`config.mk`:
```
export PLATFORM = sky130hd
export DESIGN_NAME = store_narrow_flat
export DESIGN_NICKNAME = d
export VERILOG_FILES = /design/src/rtl/store_narrow_pkg.sv /design/src/rtl/store_narrow_if.sv /design/src/rtl/store_narrow_lane_pack.sv /design/src/rtl/store_narrow.sv /design/src/flat_wrapper.sv
export SDC_FILE = /design/constraint.sdc
export NUM_CORES = 1
export LEC_CHECK = 0
export ABC_AREA = 1
export CORE_MARGIN = 5
export CORE_UTILIZATION = 40
export DETAILED_ROUTE_END_ITERATION = 8
export PLACE_DENSITY = 0.73
export SLEW_MARGIN = 0
export SYNTH_ARGS = -nofsm -noshare
export SYNTH_HDL_FRONTEND = slang
export SYNTH_SLANG_ARGS = --single-unit
```
`constraint.sdc`:
```
create_clock -name clk -period 7.1 [get_ports clk]
set_input_delay 0.71 -clock clk [delete_from_list [all_inputs] [get_ports clk]]
set_output_delay 0.71 -clock clk [all_outputs]
set_load 0.01 [all_outputs]
```
`src/rtl/store_narrow_pkg.sv`:
```
// Shared types and size encodings for the store-side lane packer and write buffer.
package store_pkg;

   localparam logic [1:0] SZ_B   = 2'b00;
   localparam logic [1:0] SZ_H   = 2'b01;
   localparam logic [1:0] SZ_W   = 2'b10;
   localparam logic [1:0] SZ_ILL = 2'b11;

   typedef struct packed {
      logic [31:0] addr;
      logic [3:0]  be;
      logic [31:0] data;
   } st_entry_t;

   function automatic logic [31:0] word_align(input logic [31:0] a);
      return {a[31:2], 2'b00};
   endfunction

endpackage

```
`src/rtl/store_narrow_if.sv`:
```
// Request side (from EX/MEM) and drain side (to data memory) of the store buffer.
interface store_narrow_if #(
   parameter int DEPTH = 2
);
   localparam int CW = $clog2(DEPTH) + 1;

   logic          in_valid;
   logic          in_ready;
   logic [31:0]   in_addr;
   logic [31:0]   in_data;
   logic [1:0]    in_size;
   logic          out_valid;
   logic          out_ready;
   logic [31:0]   out_addr;
   logic [3:0]    out_be;
   logic [31:0]   out_data;
   logic          out_exc;
   logic [CW-1:0] count;

   modport master (
      output in_valid, in_addr, in_data, in_size, out_ready,
      input  in_ready, out_valid, out_addr, out_be, out_data, out_exc, count
   );

   modport slave (
      input  in_valid, in_addr, in_data, in_size, out_ready,
      output in_ready, out_valid, out_addr, out_be, out_data, out_exc, count
   );

endinterface

```
`src/rtl/store_narrow_lane_pack.sv`:
```
// Replicates the narrow store value across all lanes and selects the byte enables
// for the addressed lanes; flags illegal sizes and misaligned half/word stores.
module lane_pack
   import store_pkg::*;
(
   input  logic [1:0]  addr_lo,
   input  logic [1:0]  size,
   input  logic [31:0] in_data,
   output logic [3:0]  be,
   output logic [31:0] data,
   output logic        misalign
);

   // Lane selection and alignment check per store width
   always_comb begin
      be       = 4'b0000;
      data     = 32'h0000_0000;
      misalign = 1'b1;
      case (size)
         SZ_B: begin
            be       = 4'b0001 << addr_lo;
            data     = {4{in_data[7:0]}};
            misalign = 1'b0;
         end
         SZ_H: begin
            be       = addr_lo[1] ? 4'b1100 : 4'b0011;
            data     = {2{in_data[15:0]}};
            misalign = addr_lo[0];
         end
         SZ_W: begin
            be       = 4'b1111;
            data     = in_data;
            misalign = (addr_lo != 2'b00);
         end
         SZ_ILL: begin
            misalign = 1'b1;
         end
         default: begin
            misalign = 1'b1;
         end
      endcase
   end

endmodule

```
`src/rtl/store_narrow.sv`:
```
// Store lane packer plus in-order write buffer drained to data memory over valid/ready.
module store_narrow
   import store_pkg::*;
#(
   parameter int DEPTH = 2
) (
   input  logic          clk,
   input  logic          reset,
   store_narrow_if.slave bus
);

   localparam int            PW      = $clog2(DEPTH);
   localparam int            CW      = PW + 1;
   localparam logic [CW-1:0] DEPTH_C = CW'(DEPTH);
   localparam logic [CW-1:0] CNT_0   = {CW{1'b0}};

   st_entry_t     mem_r [DEPTH];
   logic [PW-1:0] wr_ptr_r;
   logic [PW-1:0] rd_ptr_r;
   logic [CW-1:0] count_r;
   logic [CW-1:0] count_nxt_s;
   logic          ready_r;
   logic          exc_r;

   logic [3:0]    be_s;
   logic [31:0]   data_s;
   logic          misalign_s;
   logic          ready_s;
   logic          hs_s;
   logic          push_s;
   logic          pop_s;
   st_entry_t     entry_s;
   st_entry_t     head_s;

   lane_pack u_lane_pack (
      .addr_lo  (bus.in_addr[1:0]),
      .size     (bus.in_size),
      .in_data  (bus.in_data),
      .be       (be_s),
      .data     (data_s),
      .misalign (misalign_s)
   );

   // Handshake qualification; rejected stores still consume the handshake
   always_comb begin
      ready_s      = ready_r & ~reset;
      hs_s         = bus.in_valid & ready_s;
      push_s       = hs_s & ~misalign_s;
      pop_s        = (count_r != CNT_0) & bus.out_ready;
      entry_s.addr = word_align(bus.in_addr);
      entry_s.be   = be_s;
      entry_s.data = data_s;
   end

   // Occupancy next-state: simultaneous push and pop leaves it unchanged
   always_comb begin
      count_nxt_s = count_r;
      case ({push_s, pop_s})
         2'b10:   count_nxt_s = count_r + CW'(1);
         2'b01:   count_nxt_s = count_r - CW'(1);
         default: count_nxt_s = count_r;
      endcase
   end

   // Pointers, occupancy, registered ready and the exception pulse
   always_ff @(posedge clk) begin
      if (reset) begin
         wr_ptr_r <= {PW{1'b0}};
         rd_ptr_r <= {PW{1'b0}};
         count_r  <= CNT_0;
         ready_r  <= 1'b1;
         exc_r    <= 1'b0;
      end else begin
         if (push_s) begin
            wr_ptr_r <= wr_ptr_r + PW'(1);
         end
         if (pop_s) begin
            rd_ptr_r <= rd_ptr_r + PW'(1);
         end
         count_r <= count_nxt_s;
         // Ready follows the updated occupancy, so a pop while full frees a slot next cycle
         ready_r <= (count_nxt_s < DEPTH_C);
         exc_r   <= hs_s & misalign_s;
      end
   end

   // Entry storage; contents need no reset since out_valid masks them
   always_ff @(posedge clk) begin
      if (push_s) begin
         mem_r[wr_ptr_r] <= entry_s;
      end
   end

   // Drain side is driven purely from registered state
   always_comb begin
      head_s        = mem_r[rd_ptr_r];
      bus.in_ready  = ready_s;
      bus.out_valid = (count_r != CNT_0);
      bus.out_addr  = head_s.addr;
      bus.out_be    = head_s.be;
      bus.out_data  = head_s.data;
      bus.out_exc   = exc_r;
      bus.count     = count_r;
   end

endmodule

```
`src/flat_wrapper.sv`:
```
// flat-port wrapper written by rule: the top's interface ports become plain ports
module store_narrow_flat import store_pkg::*;
#(
   parameter int DEPTH = 2
)
  (clk, reset, bus_in_valid, bus_in_addr, bus_in_data, bus_in_size, bus_out_ready, bus_in_ready, bus_out_valid, bus_out_addr, bus_out_be, bus_out_data, bus_out_exc, bus_count);
  store_narrow_if #(.DEPTH(DEPTH)) bus_i ();
  input  logic clk;
  input  logic reset;
  input wire logic [$bits(bus_i.in_valid)-1:0] bus_in_valid;
  input wire logic [$bits(bus_i.in_addr)-1:0] bus_in_addr;
  input wire logic [$bits(bus_i.in_data)-1:0] bus_in_data;
  input wire logic [$bits(bus_i.in_size)-1:0] bus_in_size;
  input wire logic [$bits(bus_i.out_ready)-1:0] bus_out_ready;
  output wire logic [$bits(bus_i.in_ready)-1:0] bus_in_ready;
  output wire logic [$bits(bus_i.out_valid)-1:0] bus_out_valid;
  output wire logic [$bits(bus_i.out_addr)-1:0] bus_out_addr;
  output wire logic [$bits(bus_i.out_be)-1:0] bus_out_be;
  output wire logic [$bits(bus_i.out_data)-1:0] bus_out_data;
  output wire logic [$bits(bus_i.out_exc)-1:0] bus_out_exc;
  output wire logic [$bits(bus_i.count)-1:0] bus_count;
  assign bus_i.in_valid = bus_in_valid;
  assign bus_i.in_addr = bus_in_addr;
  assign bus_i.in_data = bus_in_data;
  assign bus_i.in_size = bus_in_size;
  assign bus_i.out_ready = bus_out_ready;
  assign bus_in_ready = bus_i.in_ready;
  assign bus_out_valid = bus_i.out_valid;
  assign bus_out_addr = bus_i.out_addr;
  assign bus_out_be = bus_i.out_be;
  assign bus_out_data = bus_i.out_data;
  assign bus_out_exc = bus_i.out_exc;
  assign bus_count = bus_i.count;
  store_narrow #(.DEPTH(DEPTH)) u_core (.clk(clk), .reset(reset), .bus(bus_i));
endmodule
```
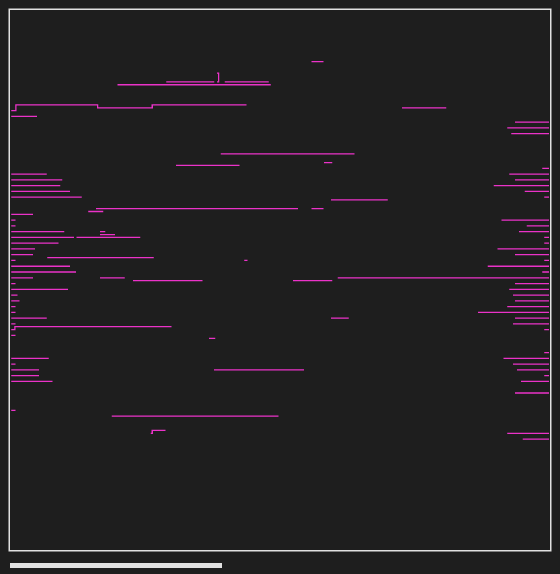
Figure 1: met3 routing.
Scale bar: 50 um.
The layer carries 944 um of wire. The layer holds 8.6% of the routed length.
met3 Track Usage GR: 0.0502
sum of routed wire length over all layers: 10.9 mm
via count: 3237

==> git commit body <==
Add synthesis and place-and-route results

* Run status: completed
- Vertical die dimension: around 130 um
- Per the repair_timing log after CTS, setup buffers inserted total 0.
- GRT overflow: 0
- Area share, top type: 0.718
- The iteration count recorded for the first detailed-route pass is 4.
* Source-to-sink clock delay at the later pin of the worst-skew pair: ~400 ps
* Ao+oa area frac: 0.0200
* Biggest fanout along the worst timing path: 66
- Of the total power, the share spent switching nets is 0.209.
* Yosys top cell by instances: sky130_fd_sc_hd__edfxtp_1
- The synthesis run identifies the leading combinational cell family as multiplexers.
* Worst slew margin relative to its limit: 0.406
- For the worst flop-to-flop path, the logic depth is 5.
- The tool flagged a number of max-cap violations equal to 0.
- Ys cells: 349
* Die Wd: between 100 and 150 um
* Clock transition time at the flip-flop clock pins of the worst setup and hold paths: roughly 60 ps
- In this run, synthesis produced a sequential element count of 139.
- The number of gates resized after CTS was 0.
- For the worst min-delay path, the startpoint reported by OpenROAD is u_core.rd_ptr_r.
- Clock power frac: 0.411
* Fraction of synthesis flops using an asynchronous set or reset pin: 0
- Top cells by area: sky130_fd_sc_hd__edfxtp_1 72%, sky130_fd_sc_hd__mux2_2 13%, sky130_fd_sc_hd__nand2_1 3.3%
- Standby leakage power: between 2 and 3 nW
- The DRC violation total left in the routed layout is recorded as 0.
* Clock Tree Root: sky130_fd_sc_hd__clkbuf_16
- Hold analysis shows the worst path with a depth of 1.
- Basic-gate share of the synthesized area counting and, or, nand and nor cells: 0.0676
* Routability Congestion: 0.737
- Counting distinct cell types in the post-synthesis netlist gives 24.
- For this run, the chip area from Yosys synthesis comes to ~5500 um^2.
- The most critical hold endpoint after final layout shows a slack of 447 ps.
- Routed metal-1 wire length: 4.30 mm
- According to the floorplan report, the placeable core area is about 14000 um^2.
* Kind of cell adding the most delay to the critical path: flip-flops
- At the end of the flow, the number of nets in the layout was around 570.
- Clock tree synthesis found a total of about 140 sinks.
- End of the worst register-to-register path: u_core.mem_r[0][19]
- Number of antenna repair diodes: 0
* Full die area: 16200 um^2
- Largest area contributor in the synthesized netlist: sky130_fd_sc_hd__edfxtp_1
- In this run the register-to-register setup slack is between 5000 and 6000 ps.
* Crit path DAT: 2310 ps
- In the placement report, post-DP HPWL is listed as ~7 mm.
- Adder and majority gate portion of the synthesized area: 0.00227
- The H-tree was split into 4 levels.
- The area growth from synthesis to layout is 38.3%.
* Synth top cells by count: 132 x sky130_fd_sc_hd__edfxtp_1, 66 x sky130_fd_sc_hd__mux2_2, 49 x sky130_fd_sc_hd__nand2_1
- The biggest slice of the total power is consumed by registers.
* Synthesized-area fraction occupied by xor and xnor cells: 0
- Reg2Reg Launch Point: u_core.ready_r
* Clock group power: about 0.0008 W
- Fp_density: 0.402
- The floorplan has approximately 43 rows.
- On met1, the global router reports a usage of 0.169.
* Input/output buffers: 140
* Boundary pin count: roughly 140
- Per the finish-stage timing summary, setup violations number 0.
* Areal power density over the cells: roughly 260 nW/um^2
- Largest incremental delay on the critical path: roughly 910 ps
- Entering global routing, the biggest net connects roughly 67 pins.
- The routed design could run at a clock period as short as between 3000 and 4000 ps.
- After detailed routing, no signal wire sits above met4.
* Combined global-route utilization of all metal layers: 0.137
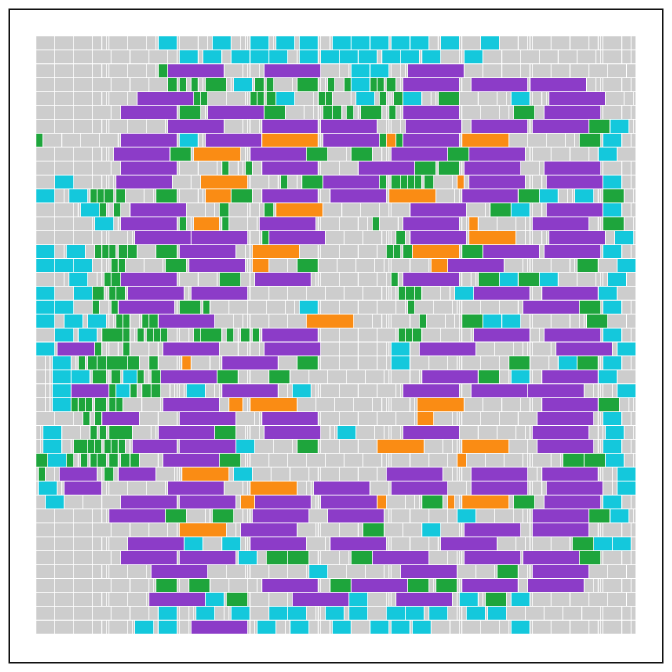
Figure 2: cell classes on the final placement.
Fill, decap, tap and diode cells in gray.
clock drivers and dummy loads: shown in orange, cells 32. remaining buffers and delay cells: shown in cyan, cells 142. combinational and other logic: shown in green, cells 199. sequential cells: shown in purple, cells 139.

through the flow:
step	setup WS, ps	power [W]	cells	utilization	area [um^2]
floorplan	2730	0.00105	350	-	5520
global placement	3920	0.00117	660	0.516	7080
detailed placement	3840	0.00117	660	0.516	7080
CTS	4020	0.00198	692	0.556	7630
global route	3980	0.00204	692	0.556	7630
finish	4080	0.00196	692	0.556	7630
final cells by class:
class | count | area (um^2) | share of cell area
tap | 180 | 225 | 0.0295
timing repair buffer | 142 | 1420 | 0.186
inverter | 20 | 75.1 | 0.00983
clock inverter | 11 | 96.3 | 0.0126
clock buffer | 21 | 460 | 0.0603
sequential | 139 | 4110 | 0.538
multi-input combinational | 179 | 1250 | 0.164
Power figures rest on the tool's default switching activity, not on a simulated workload.
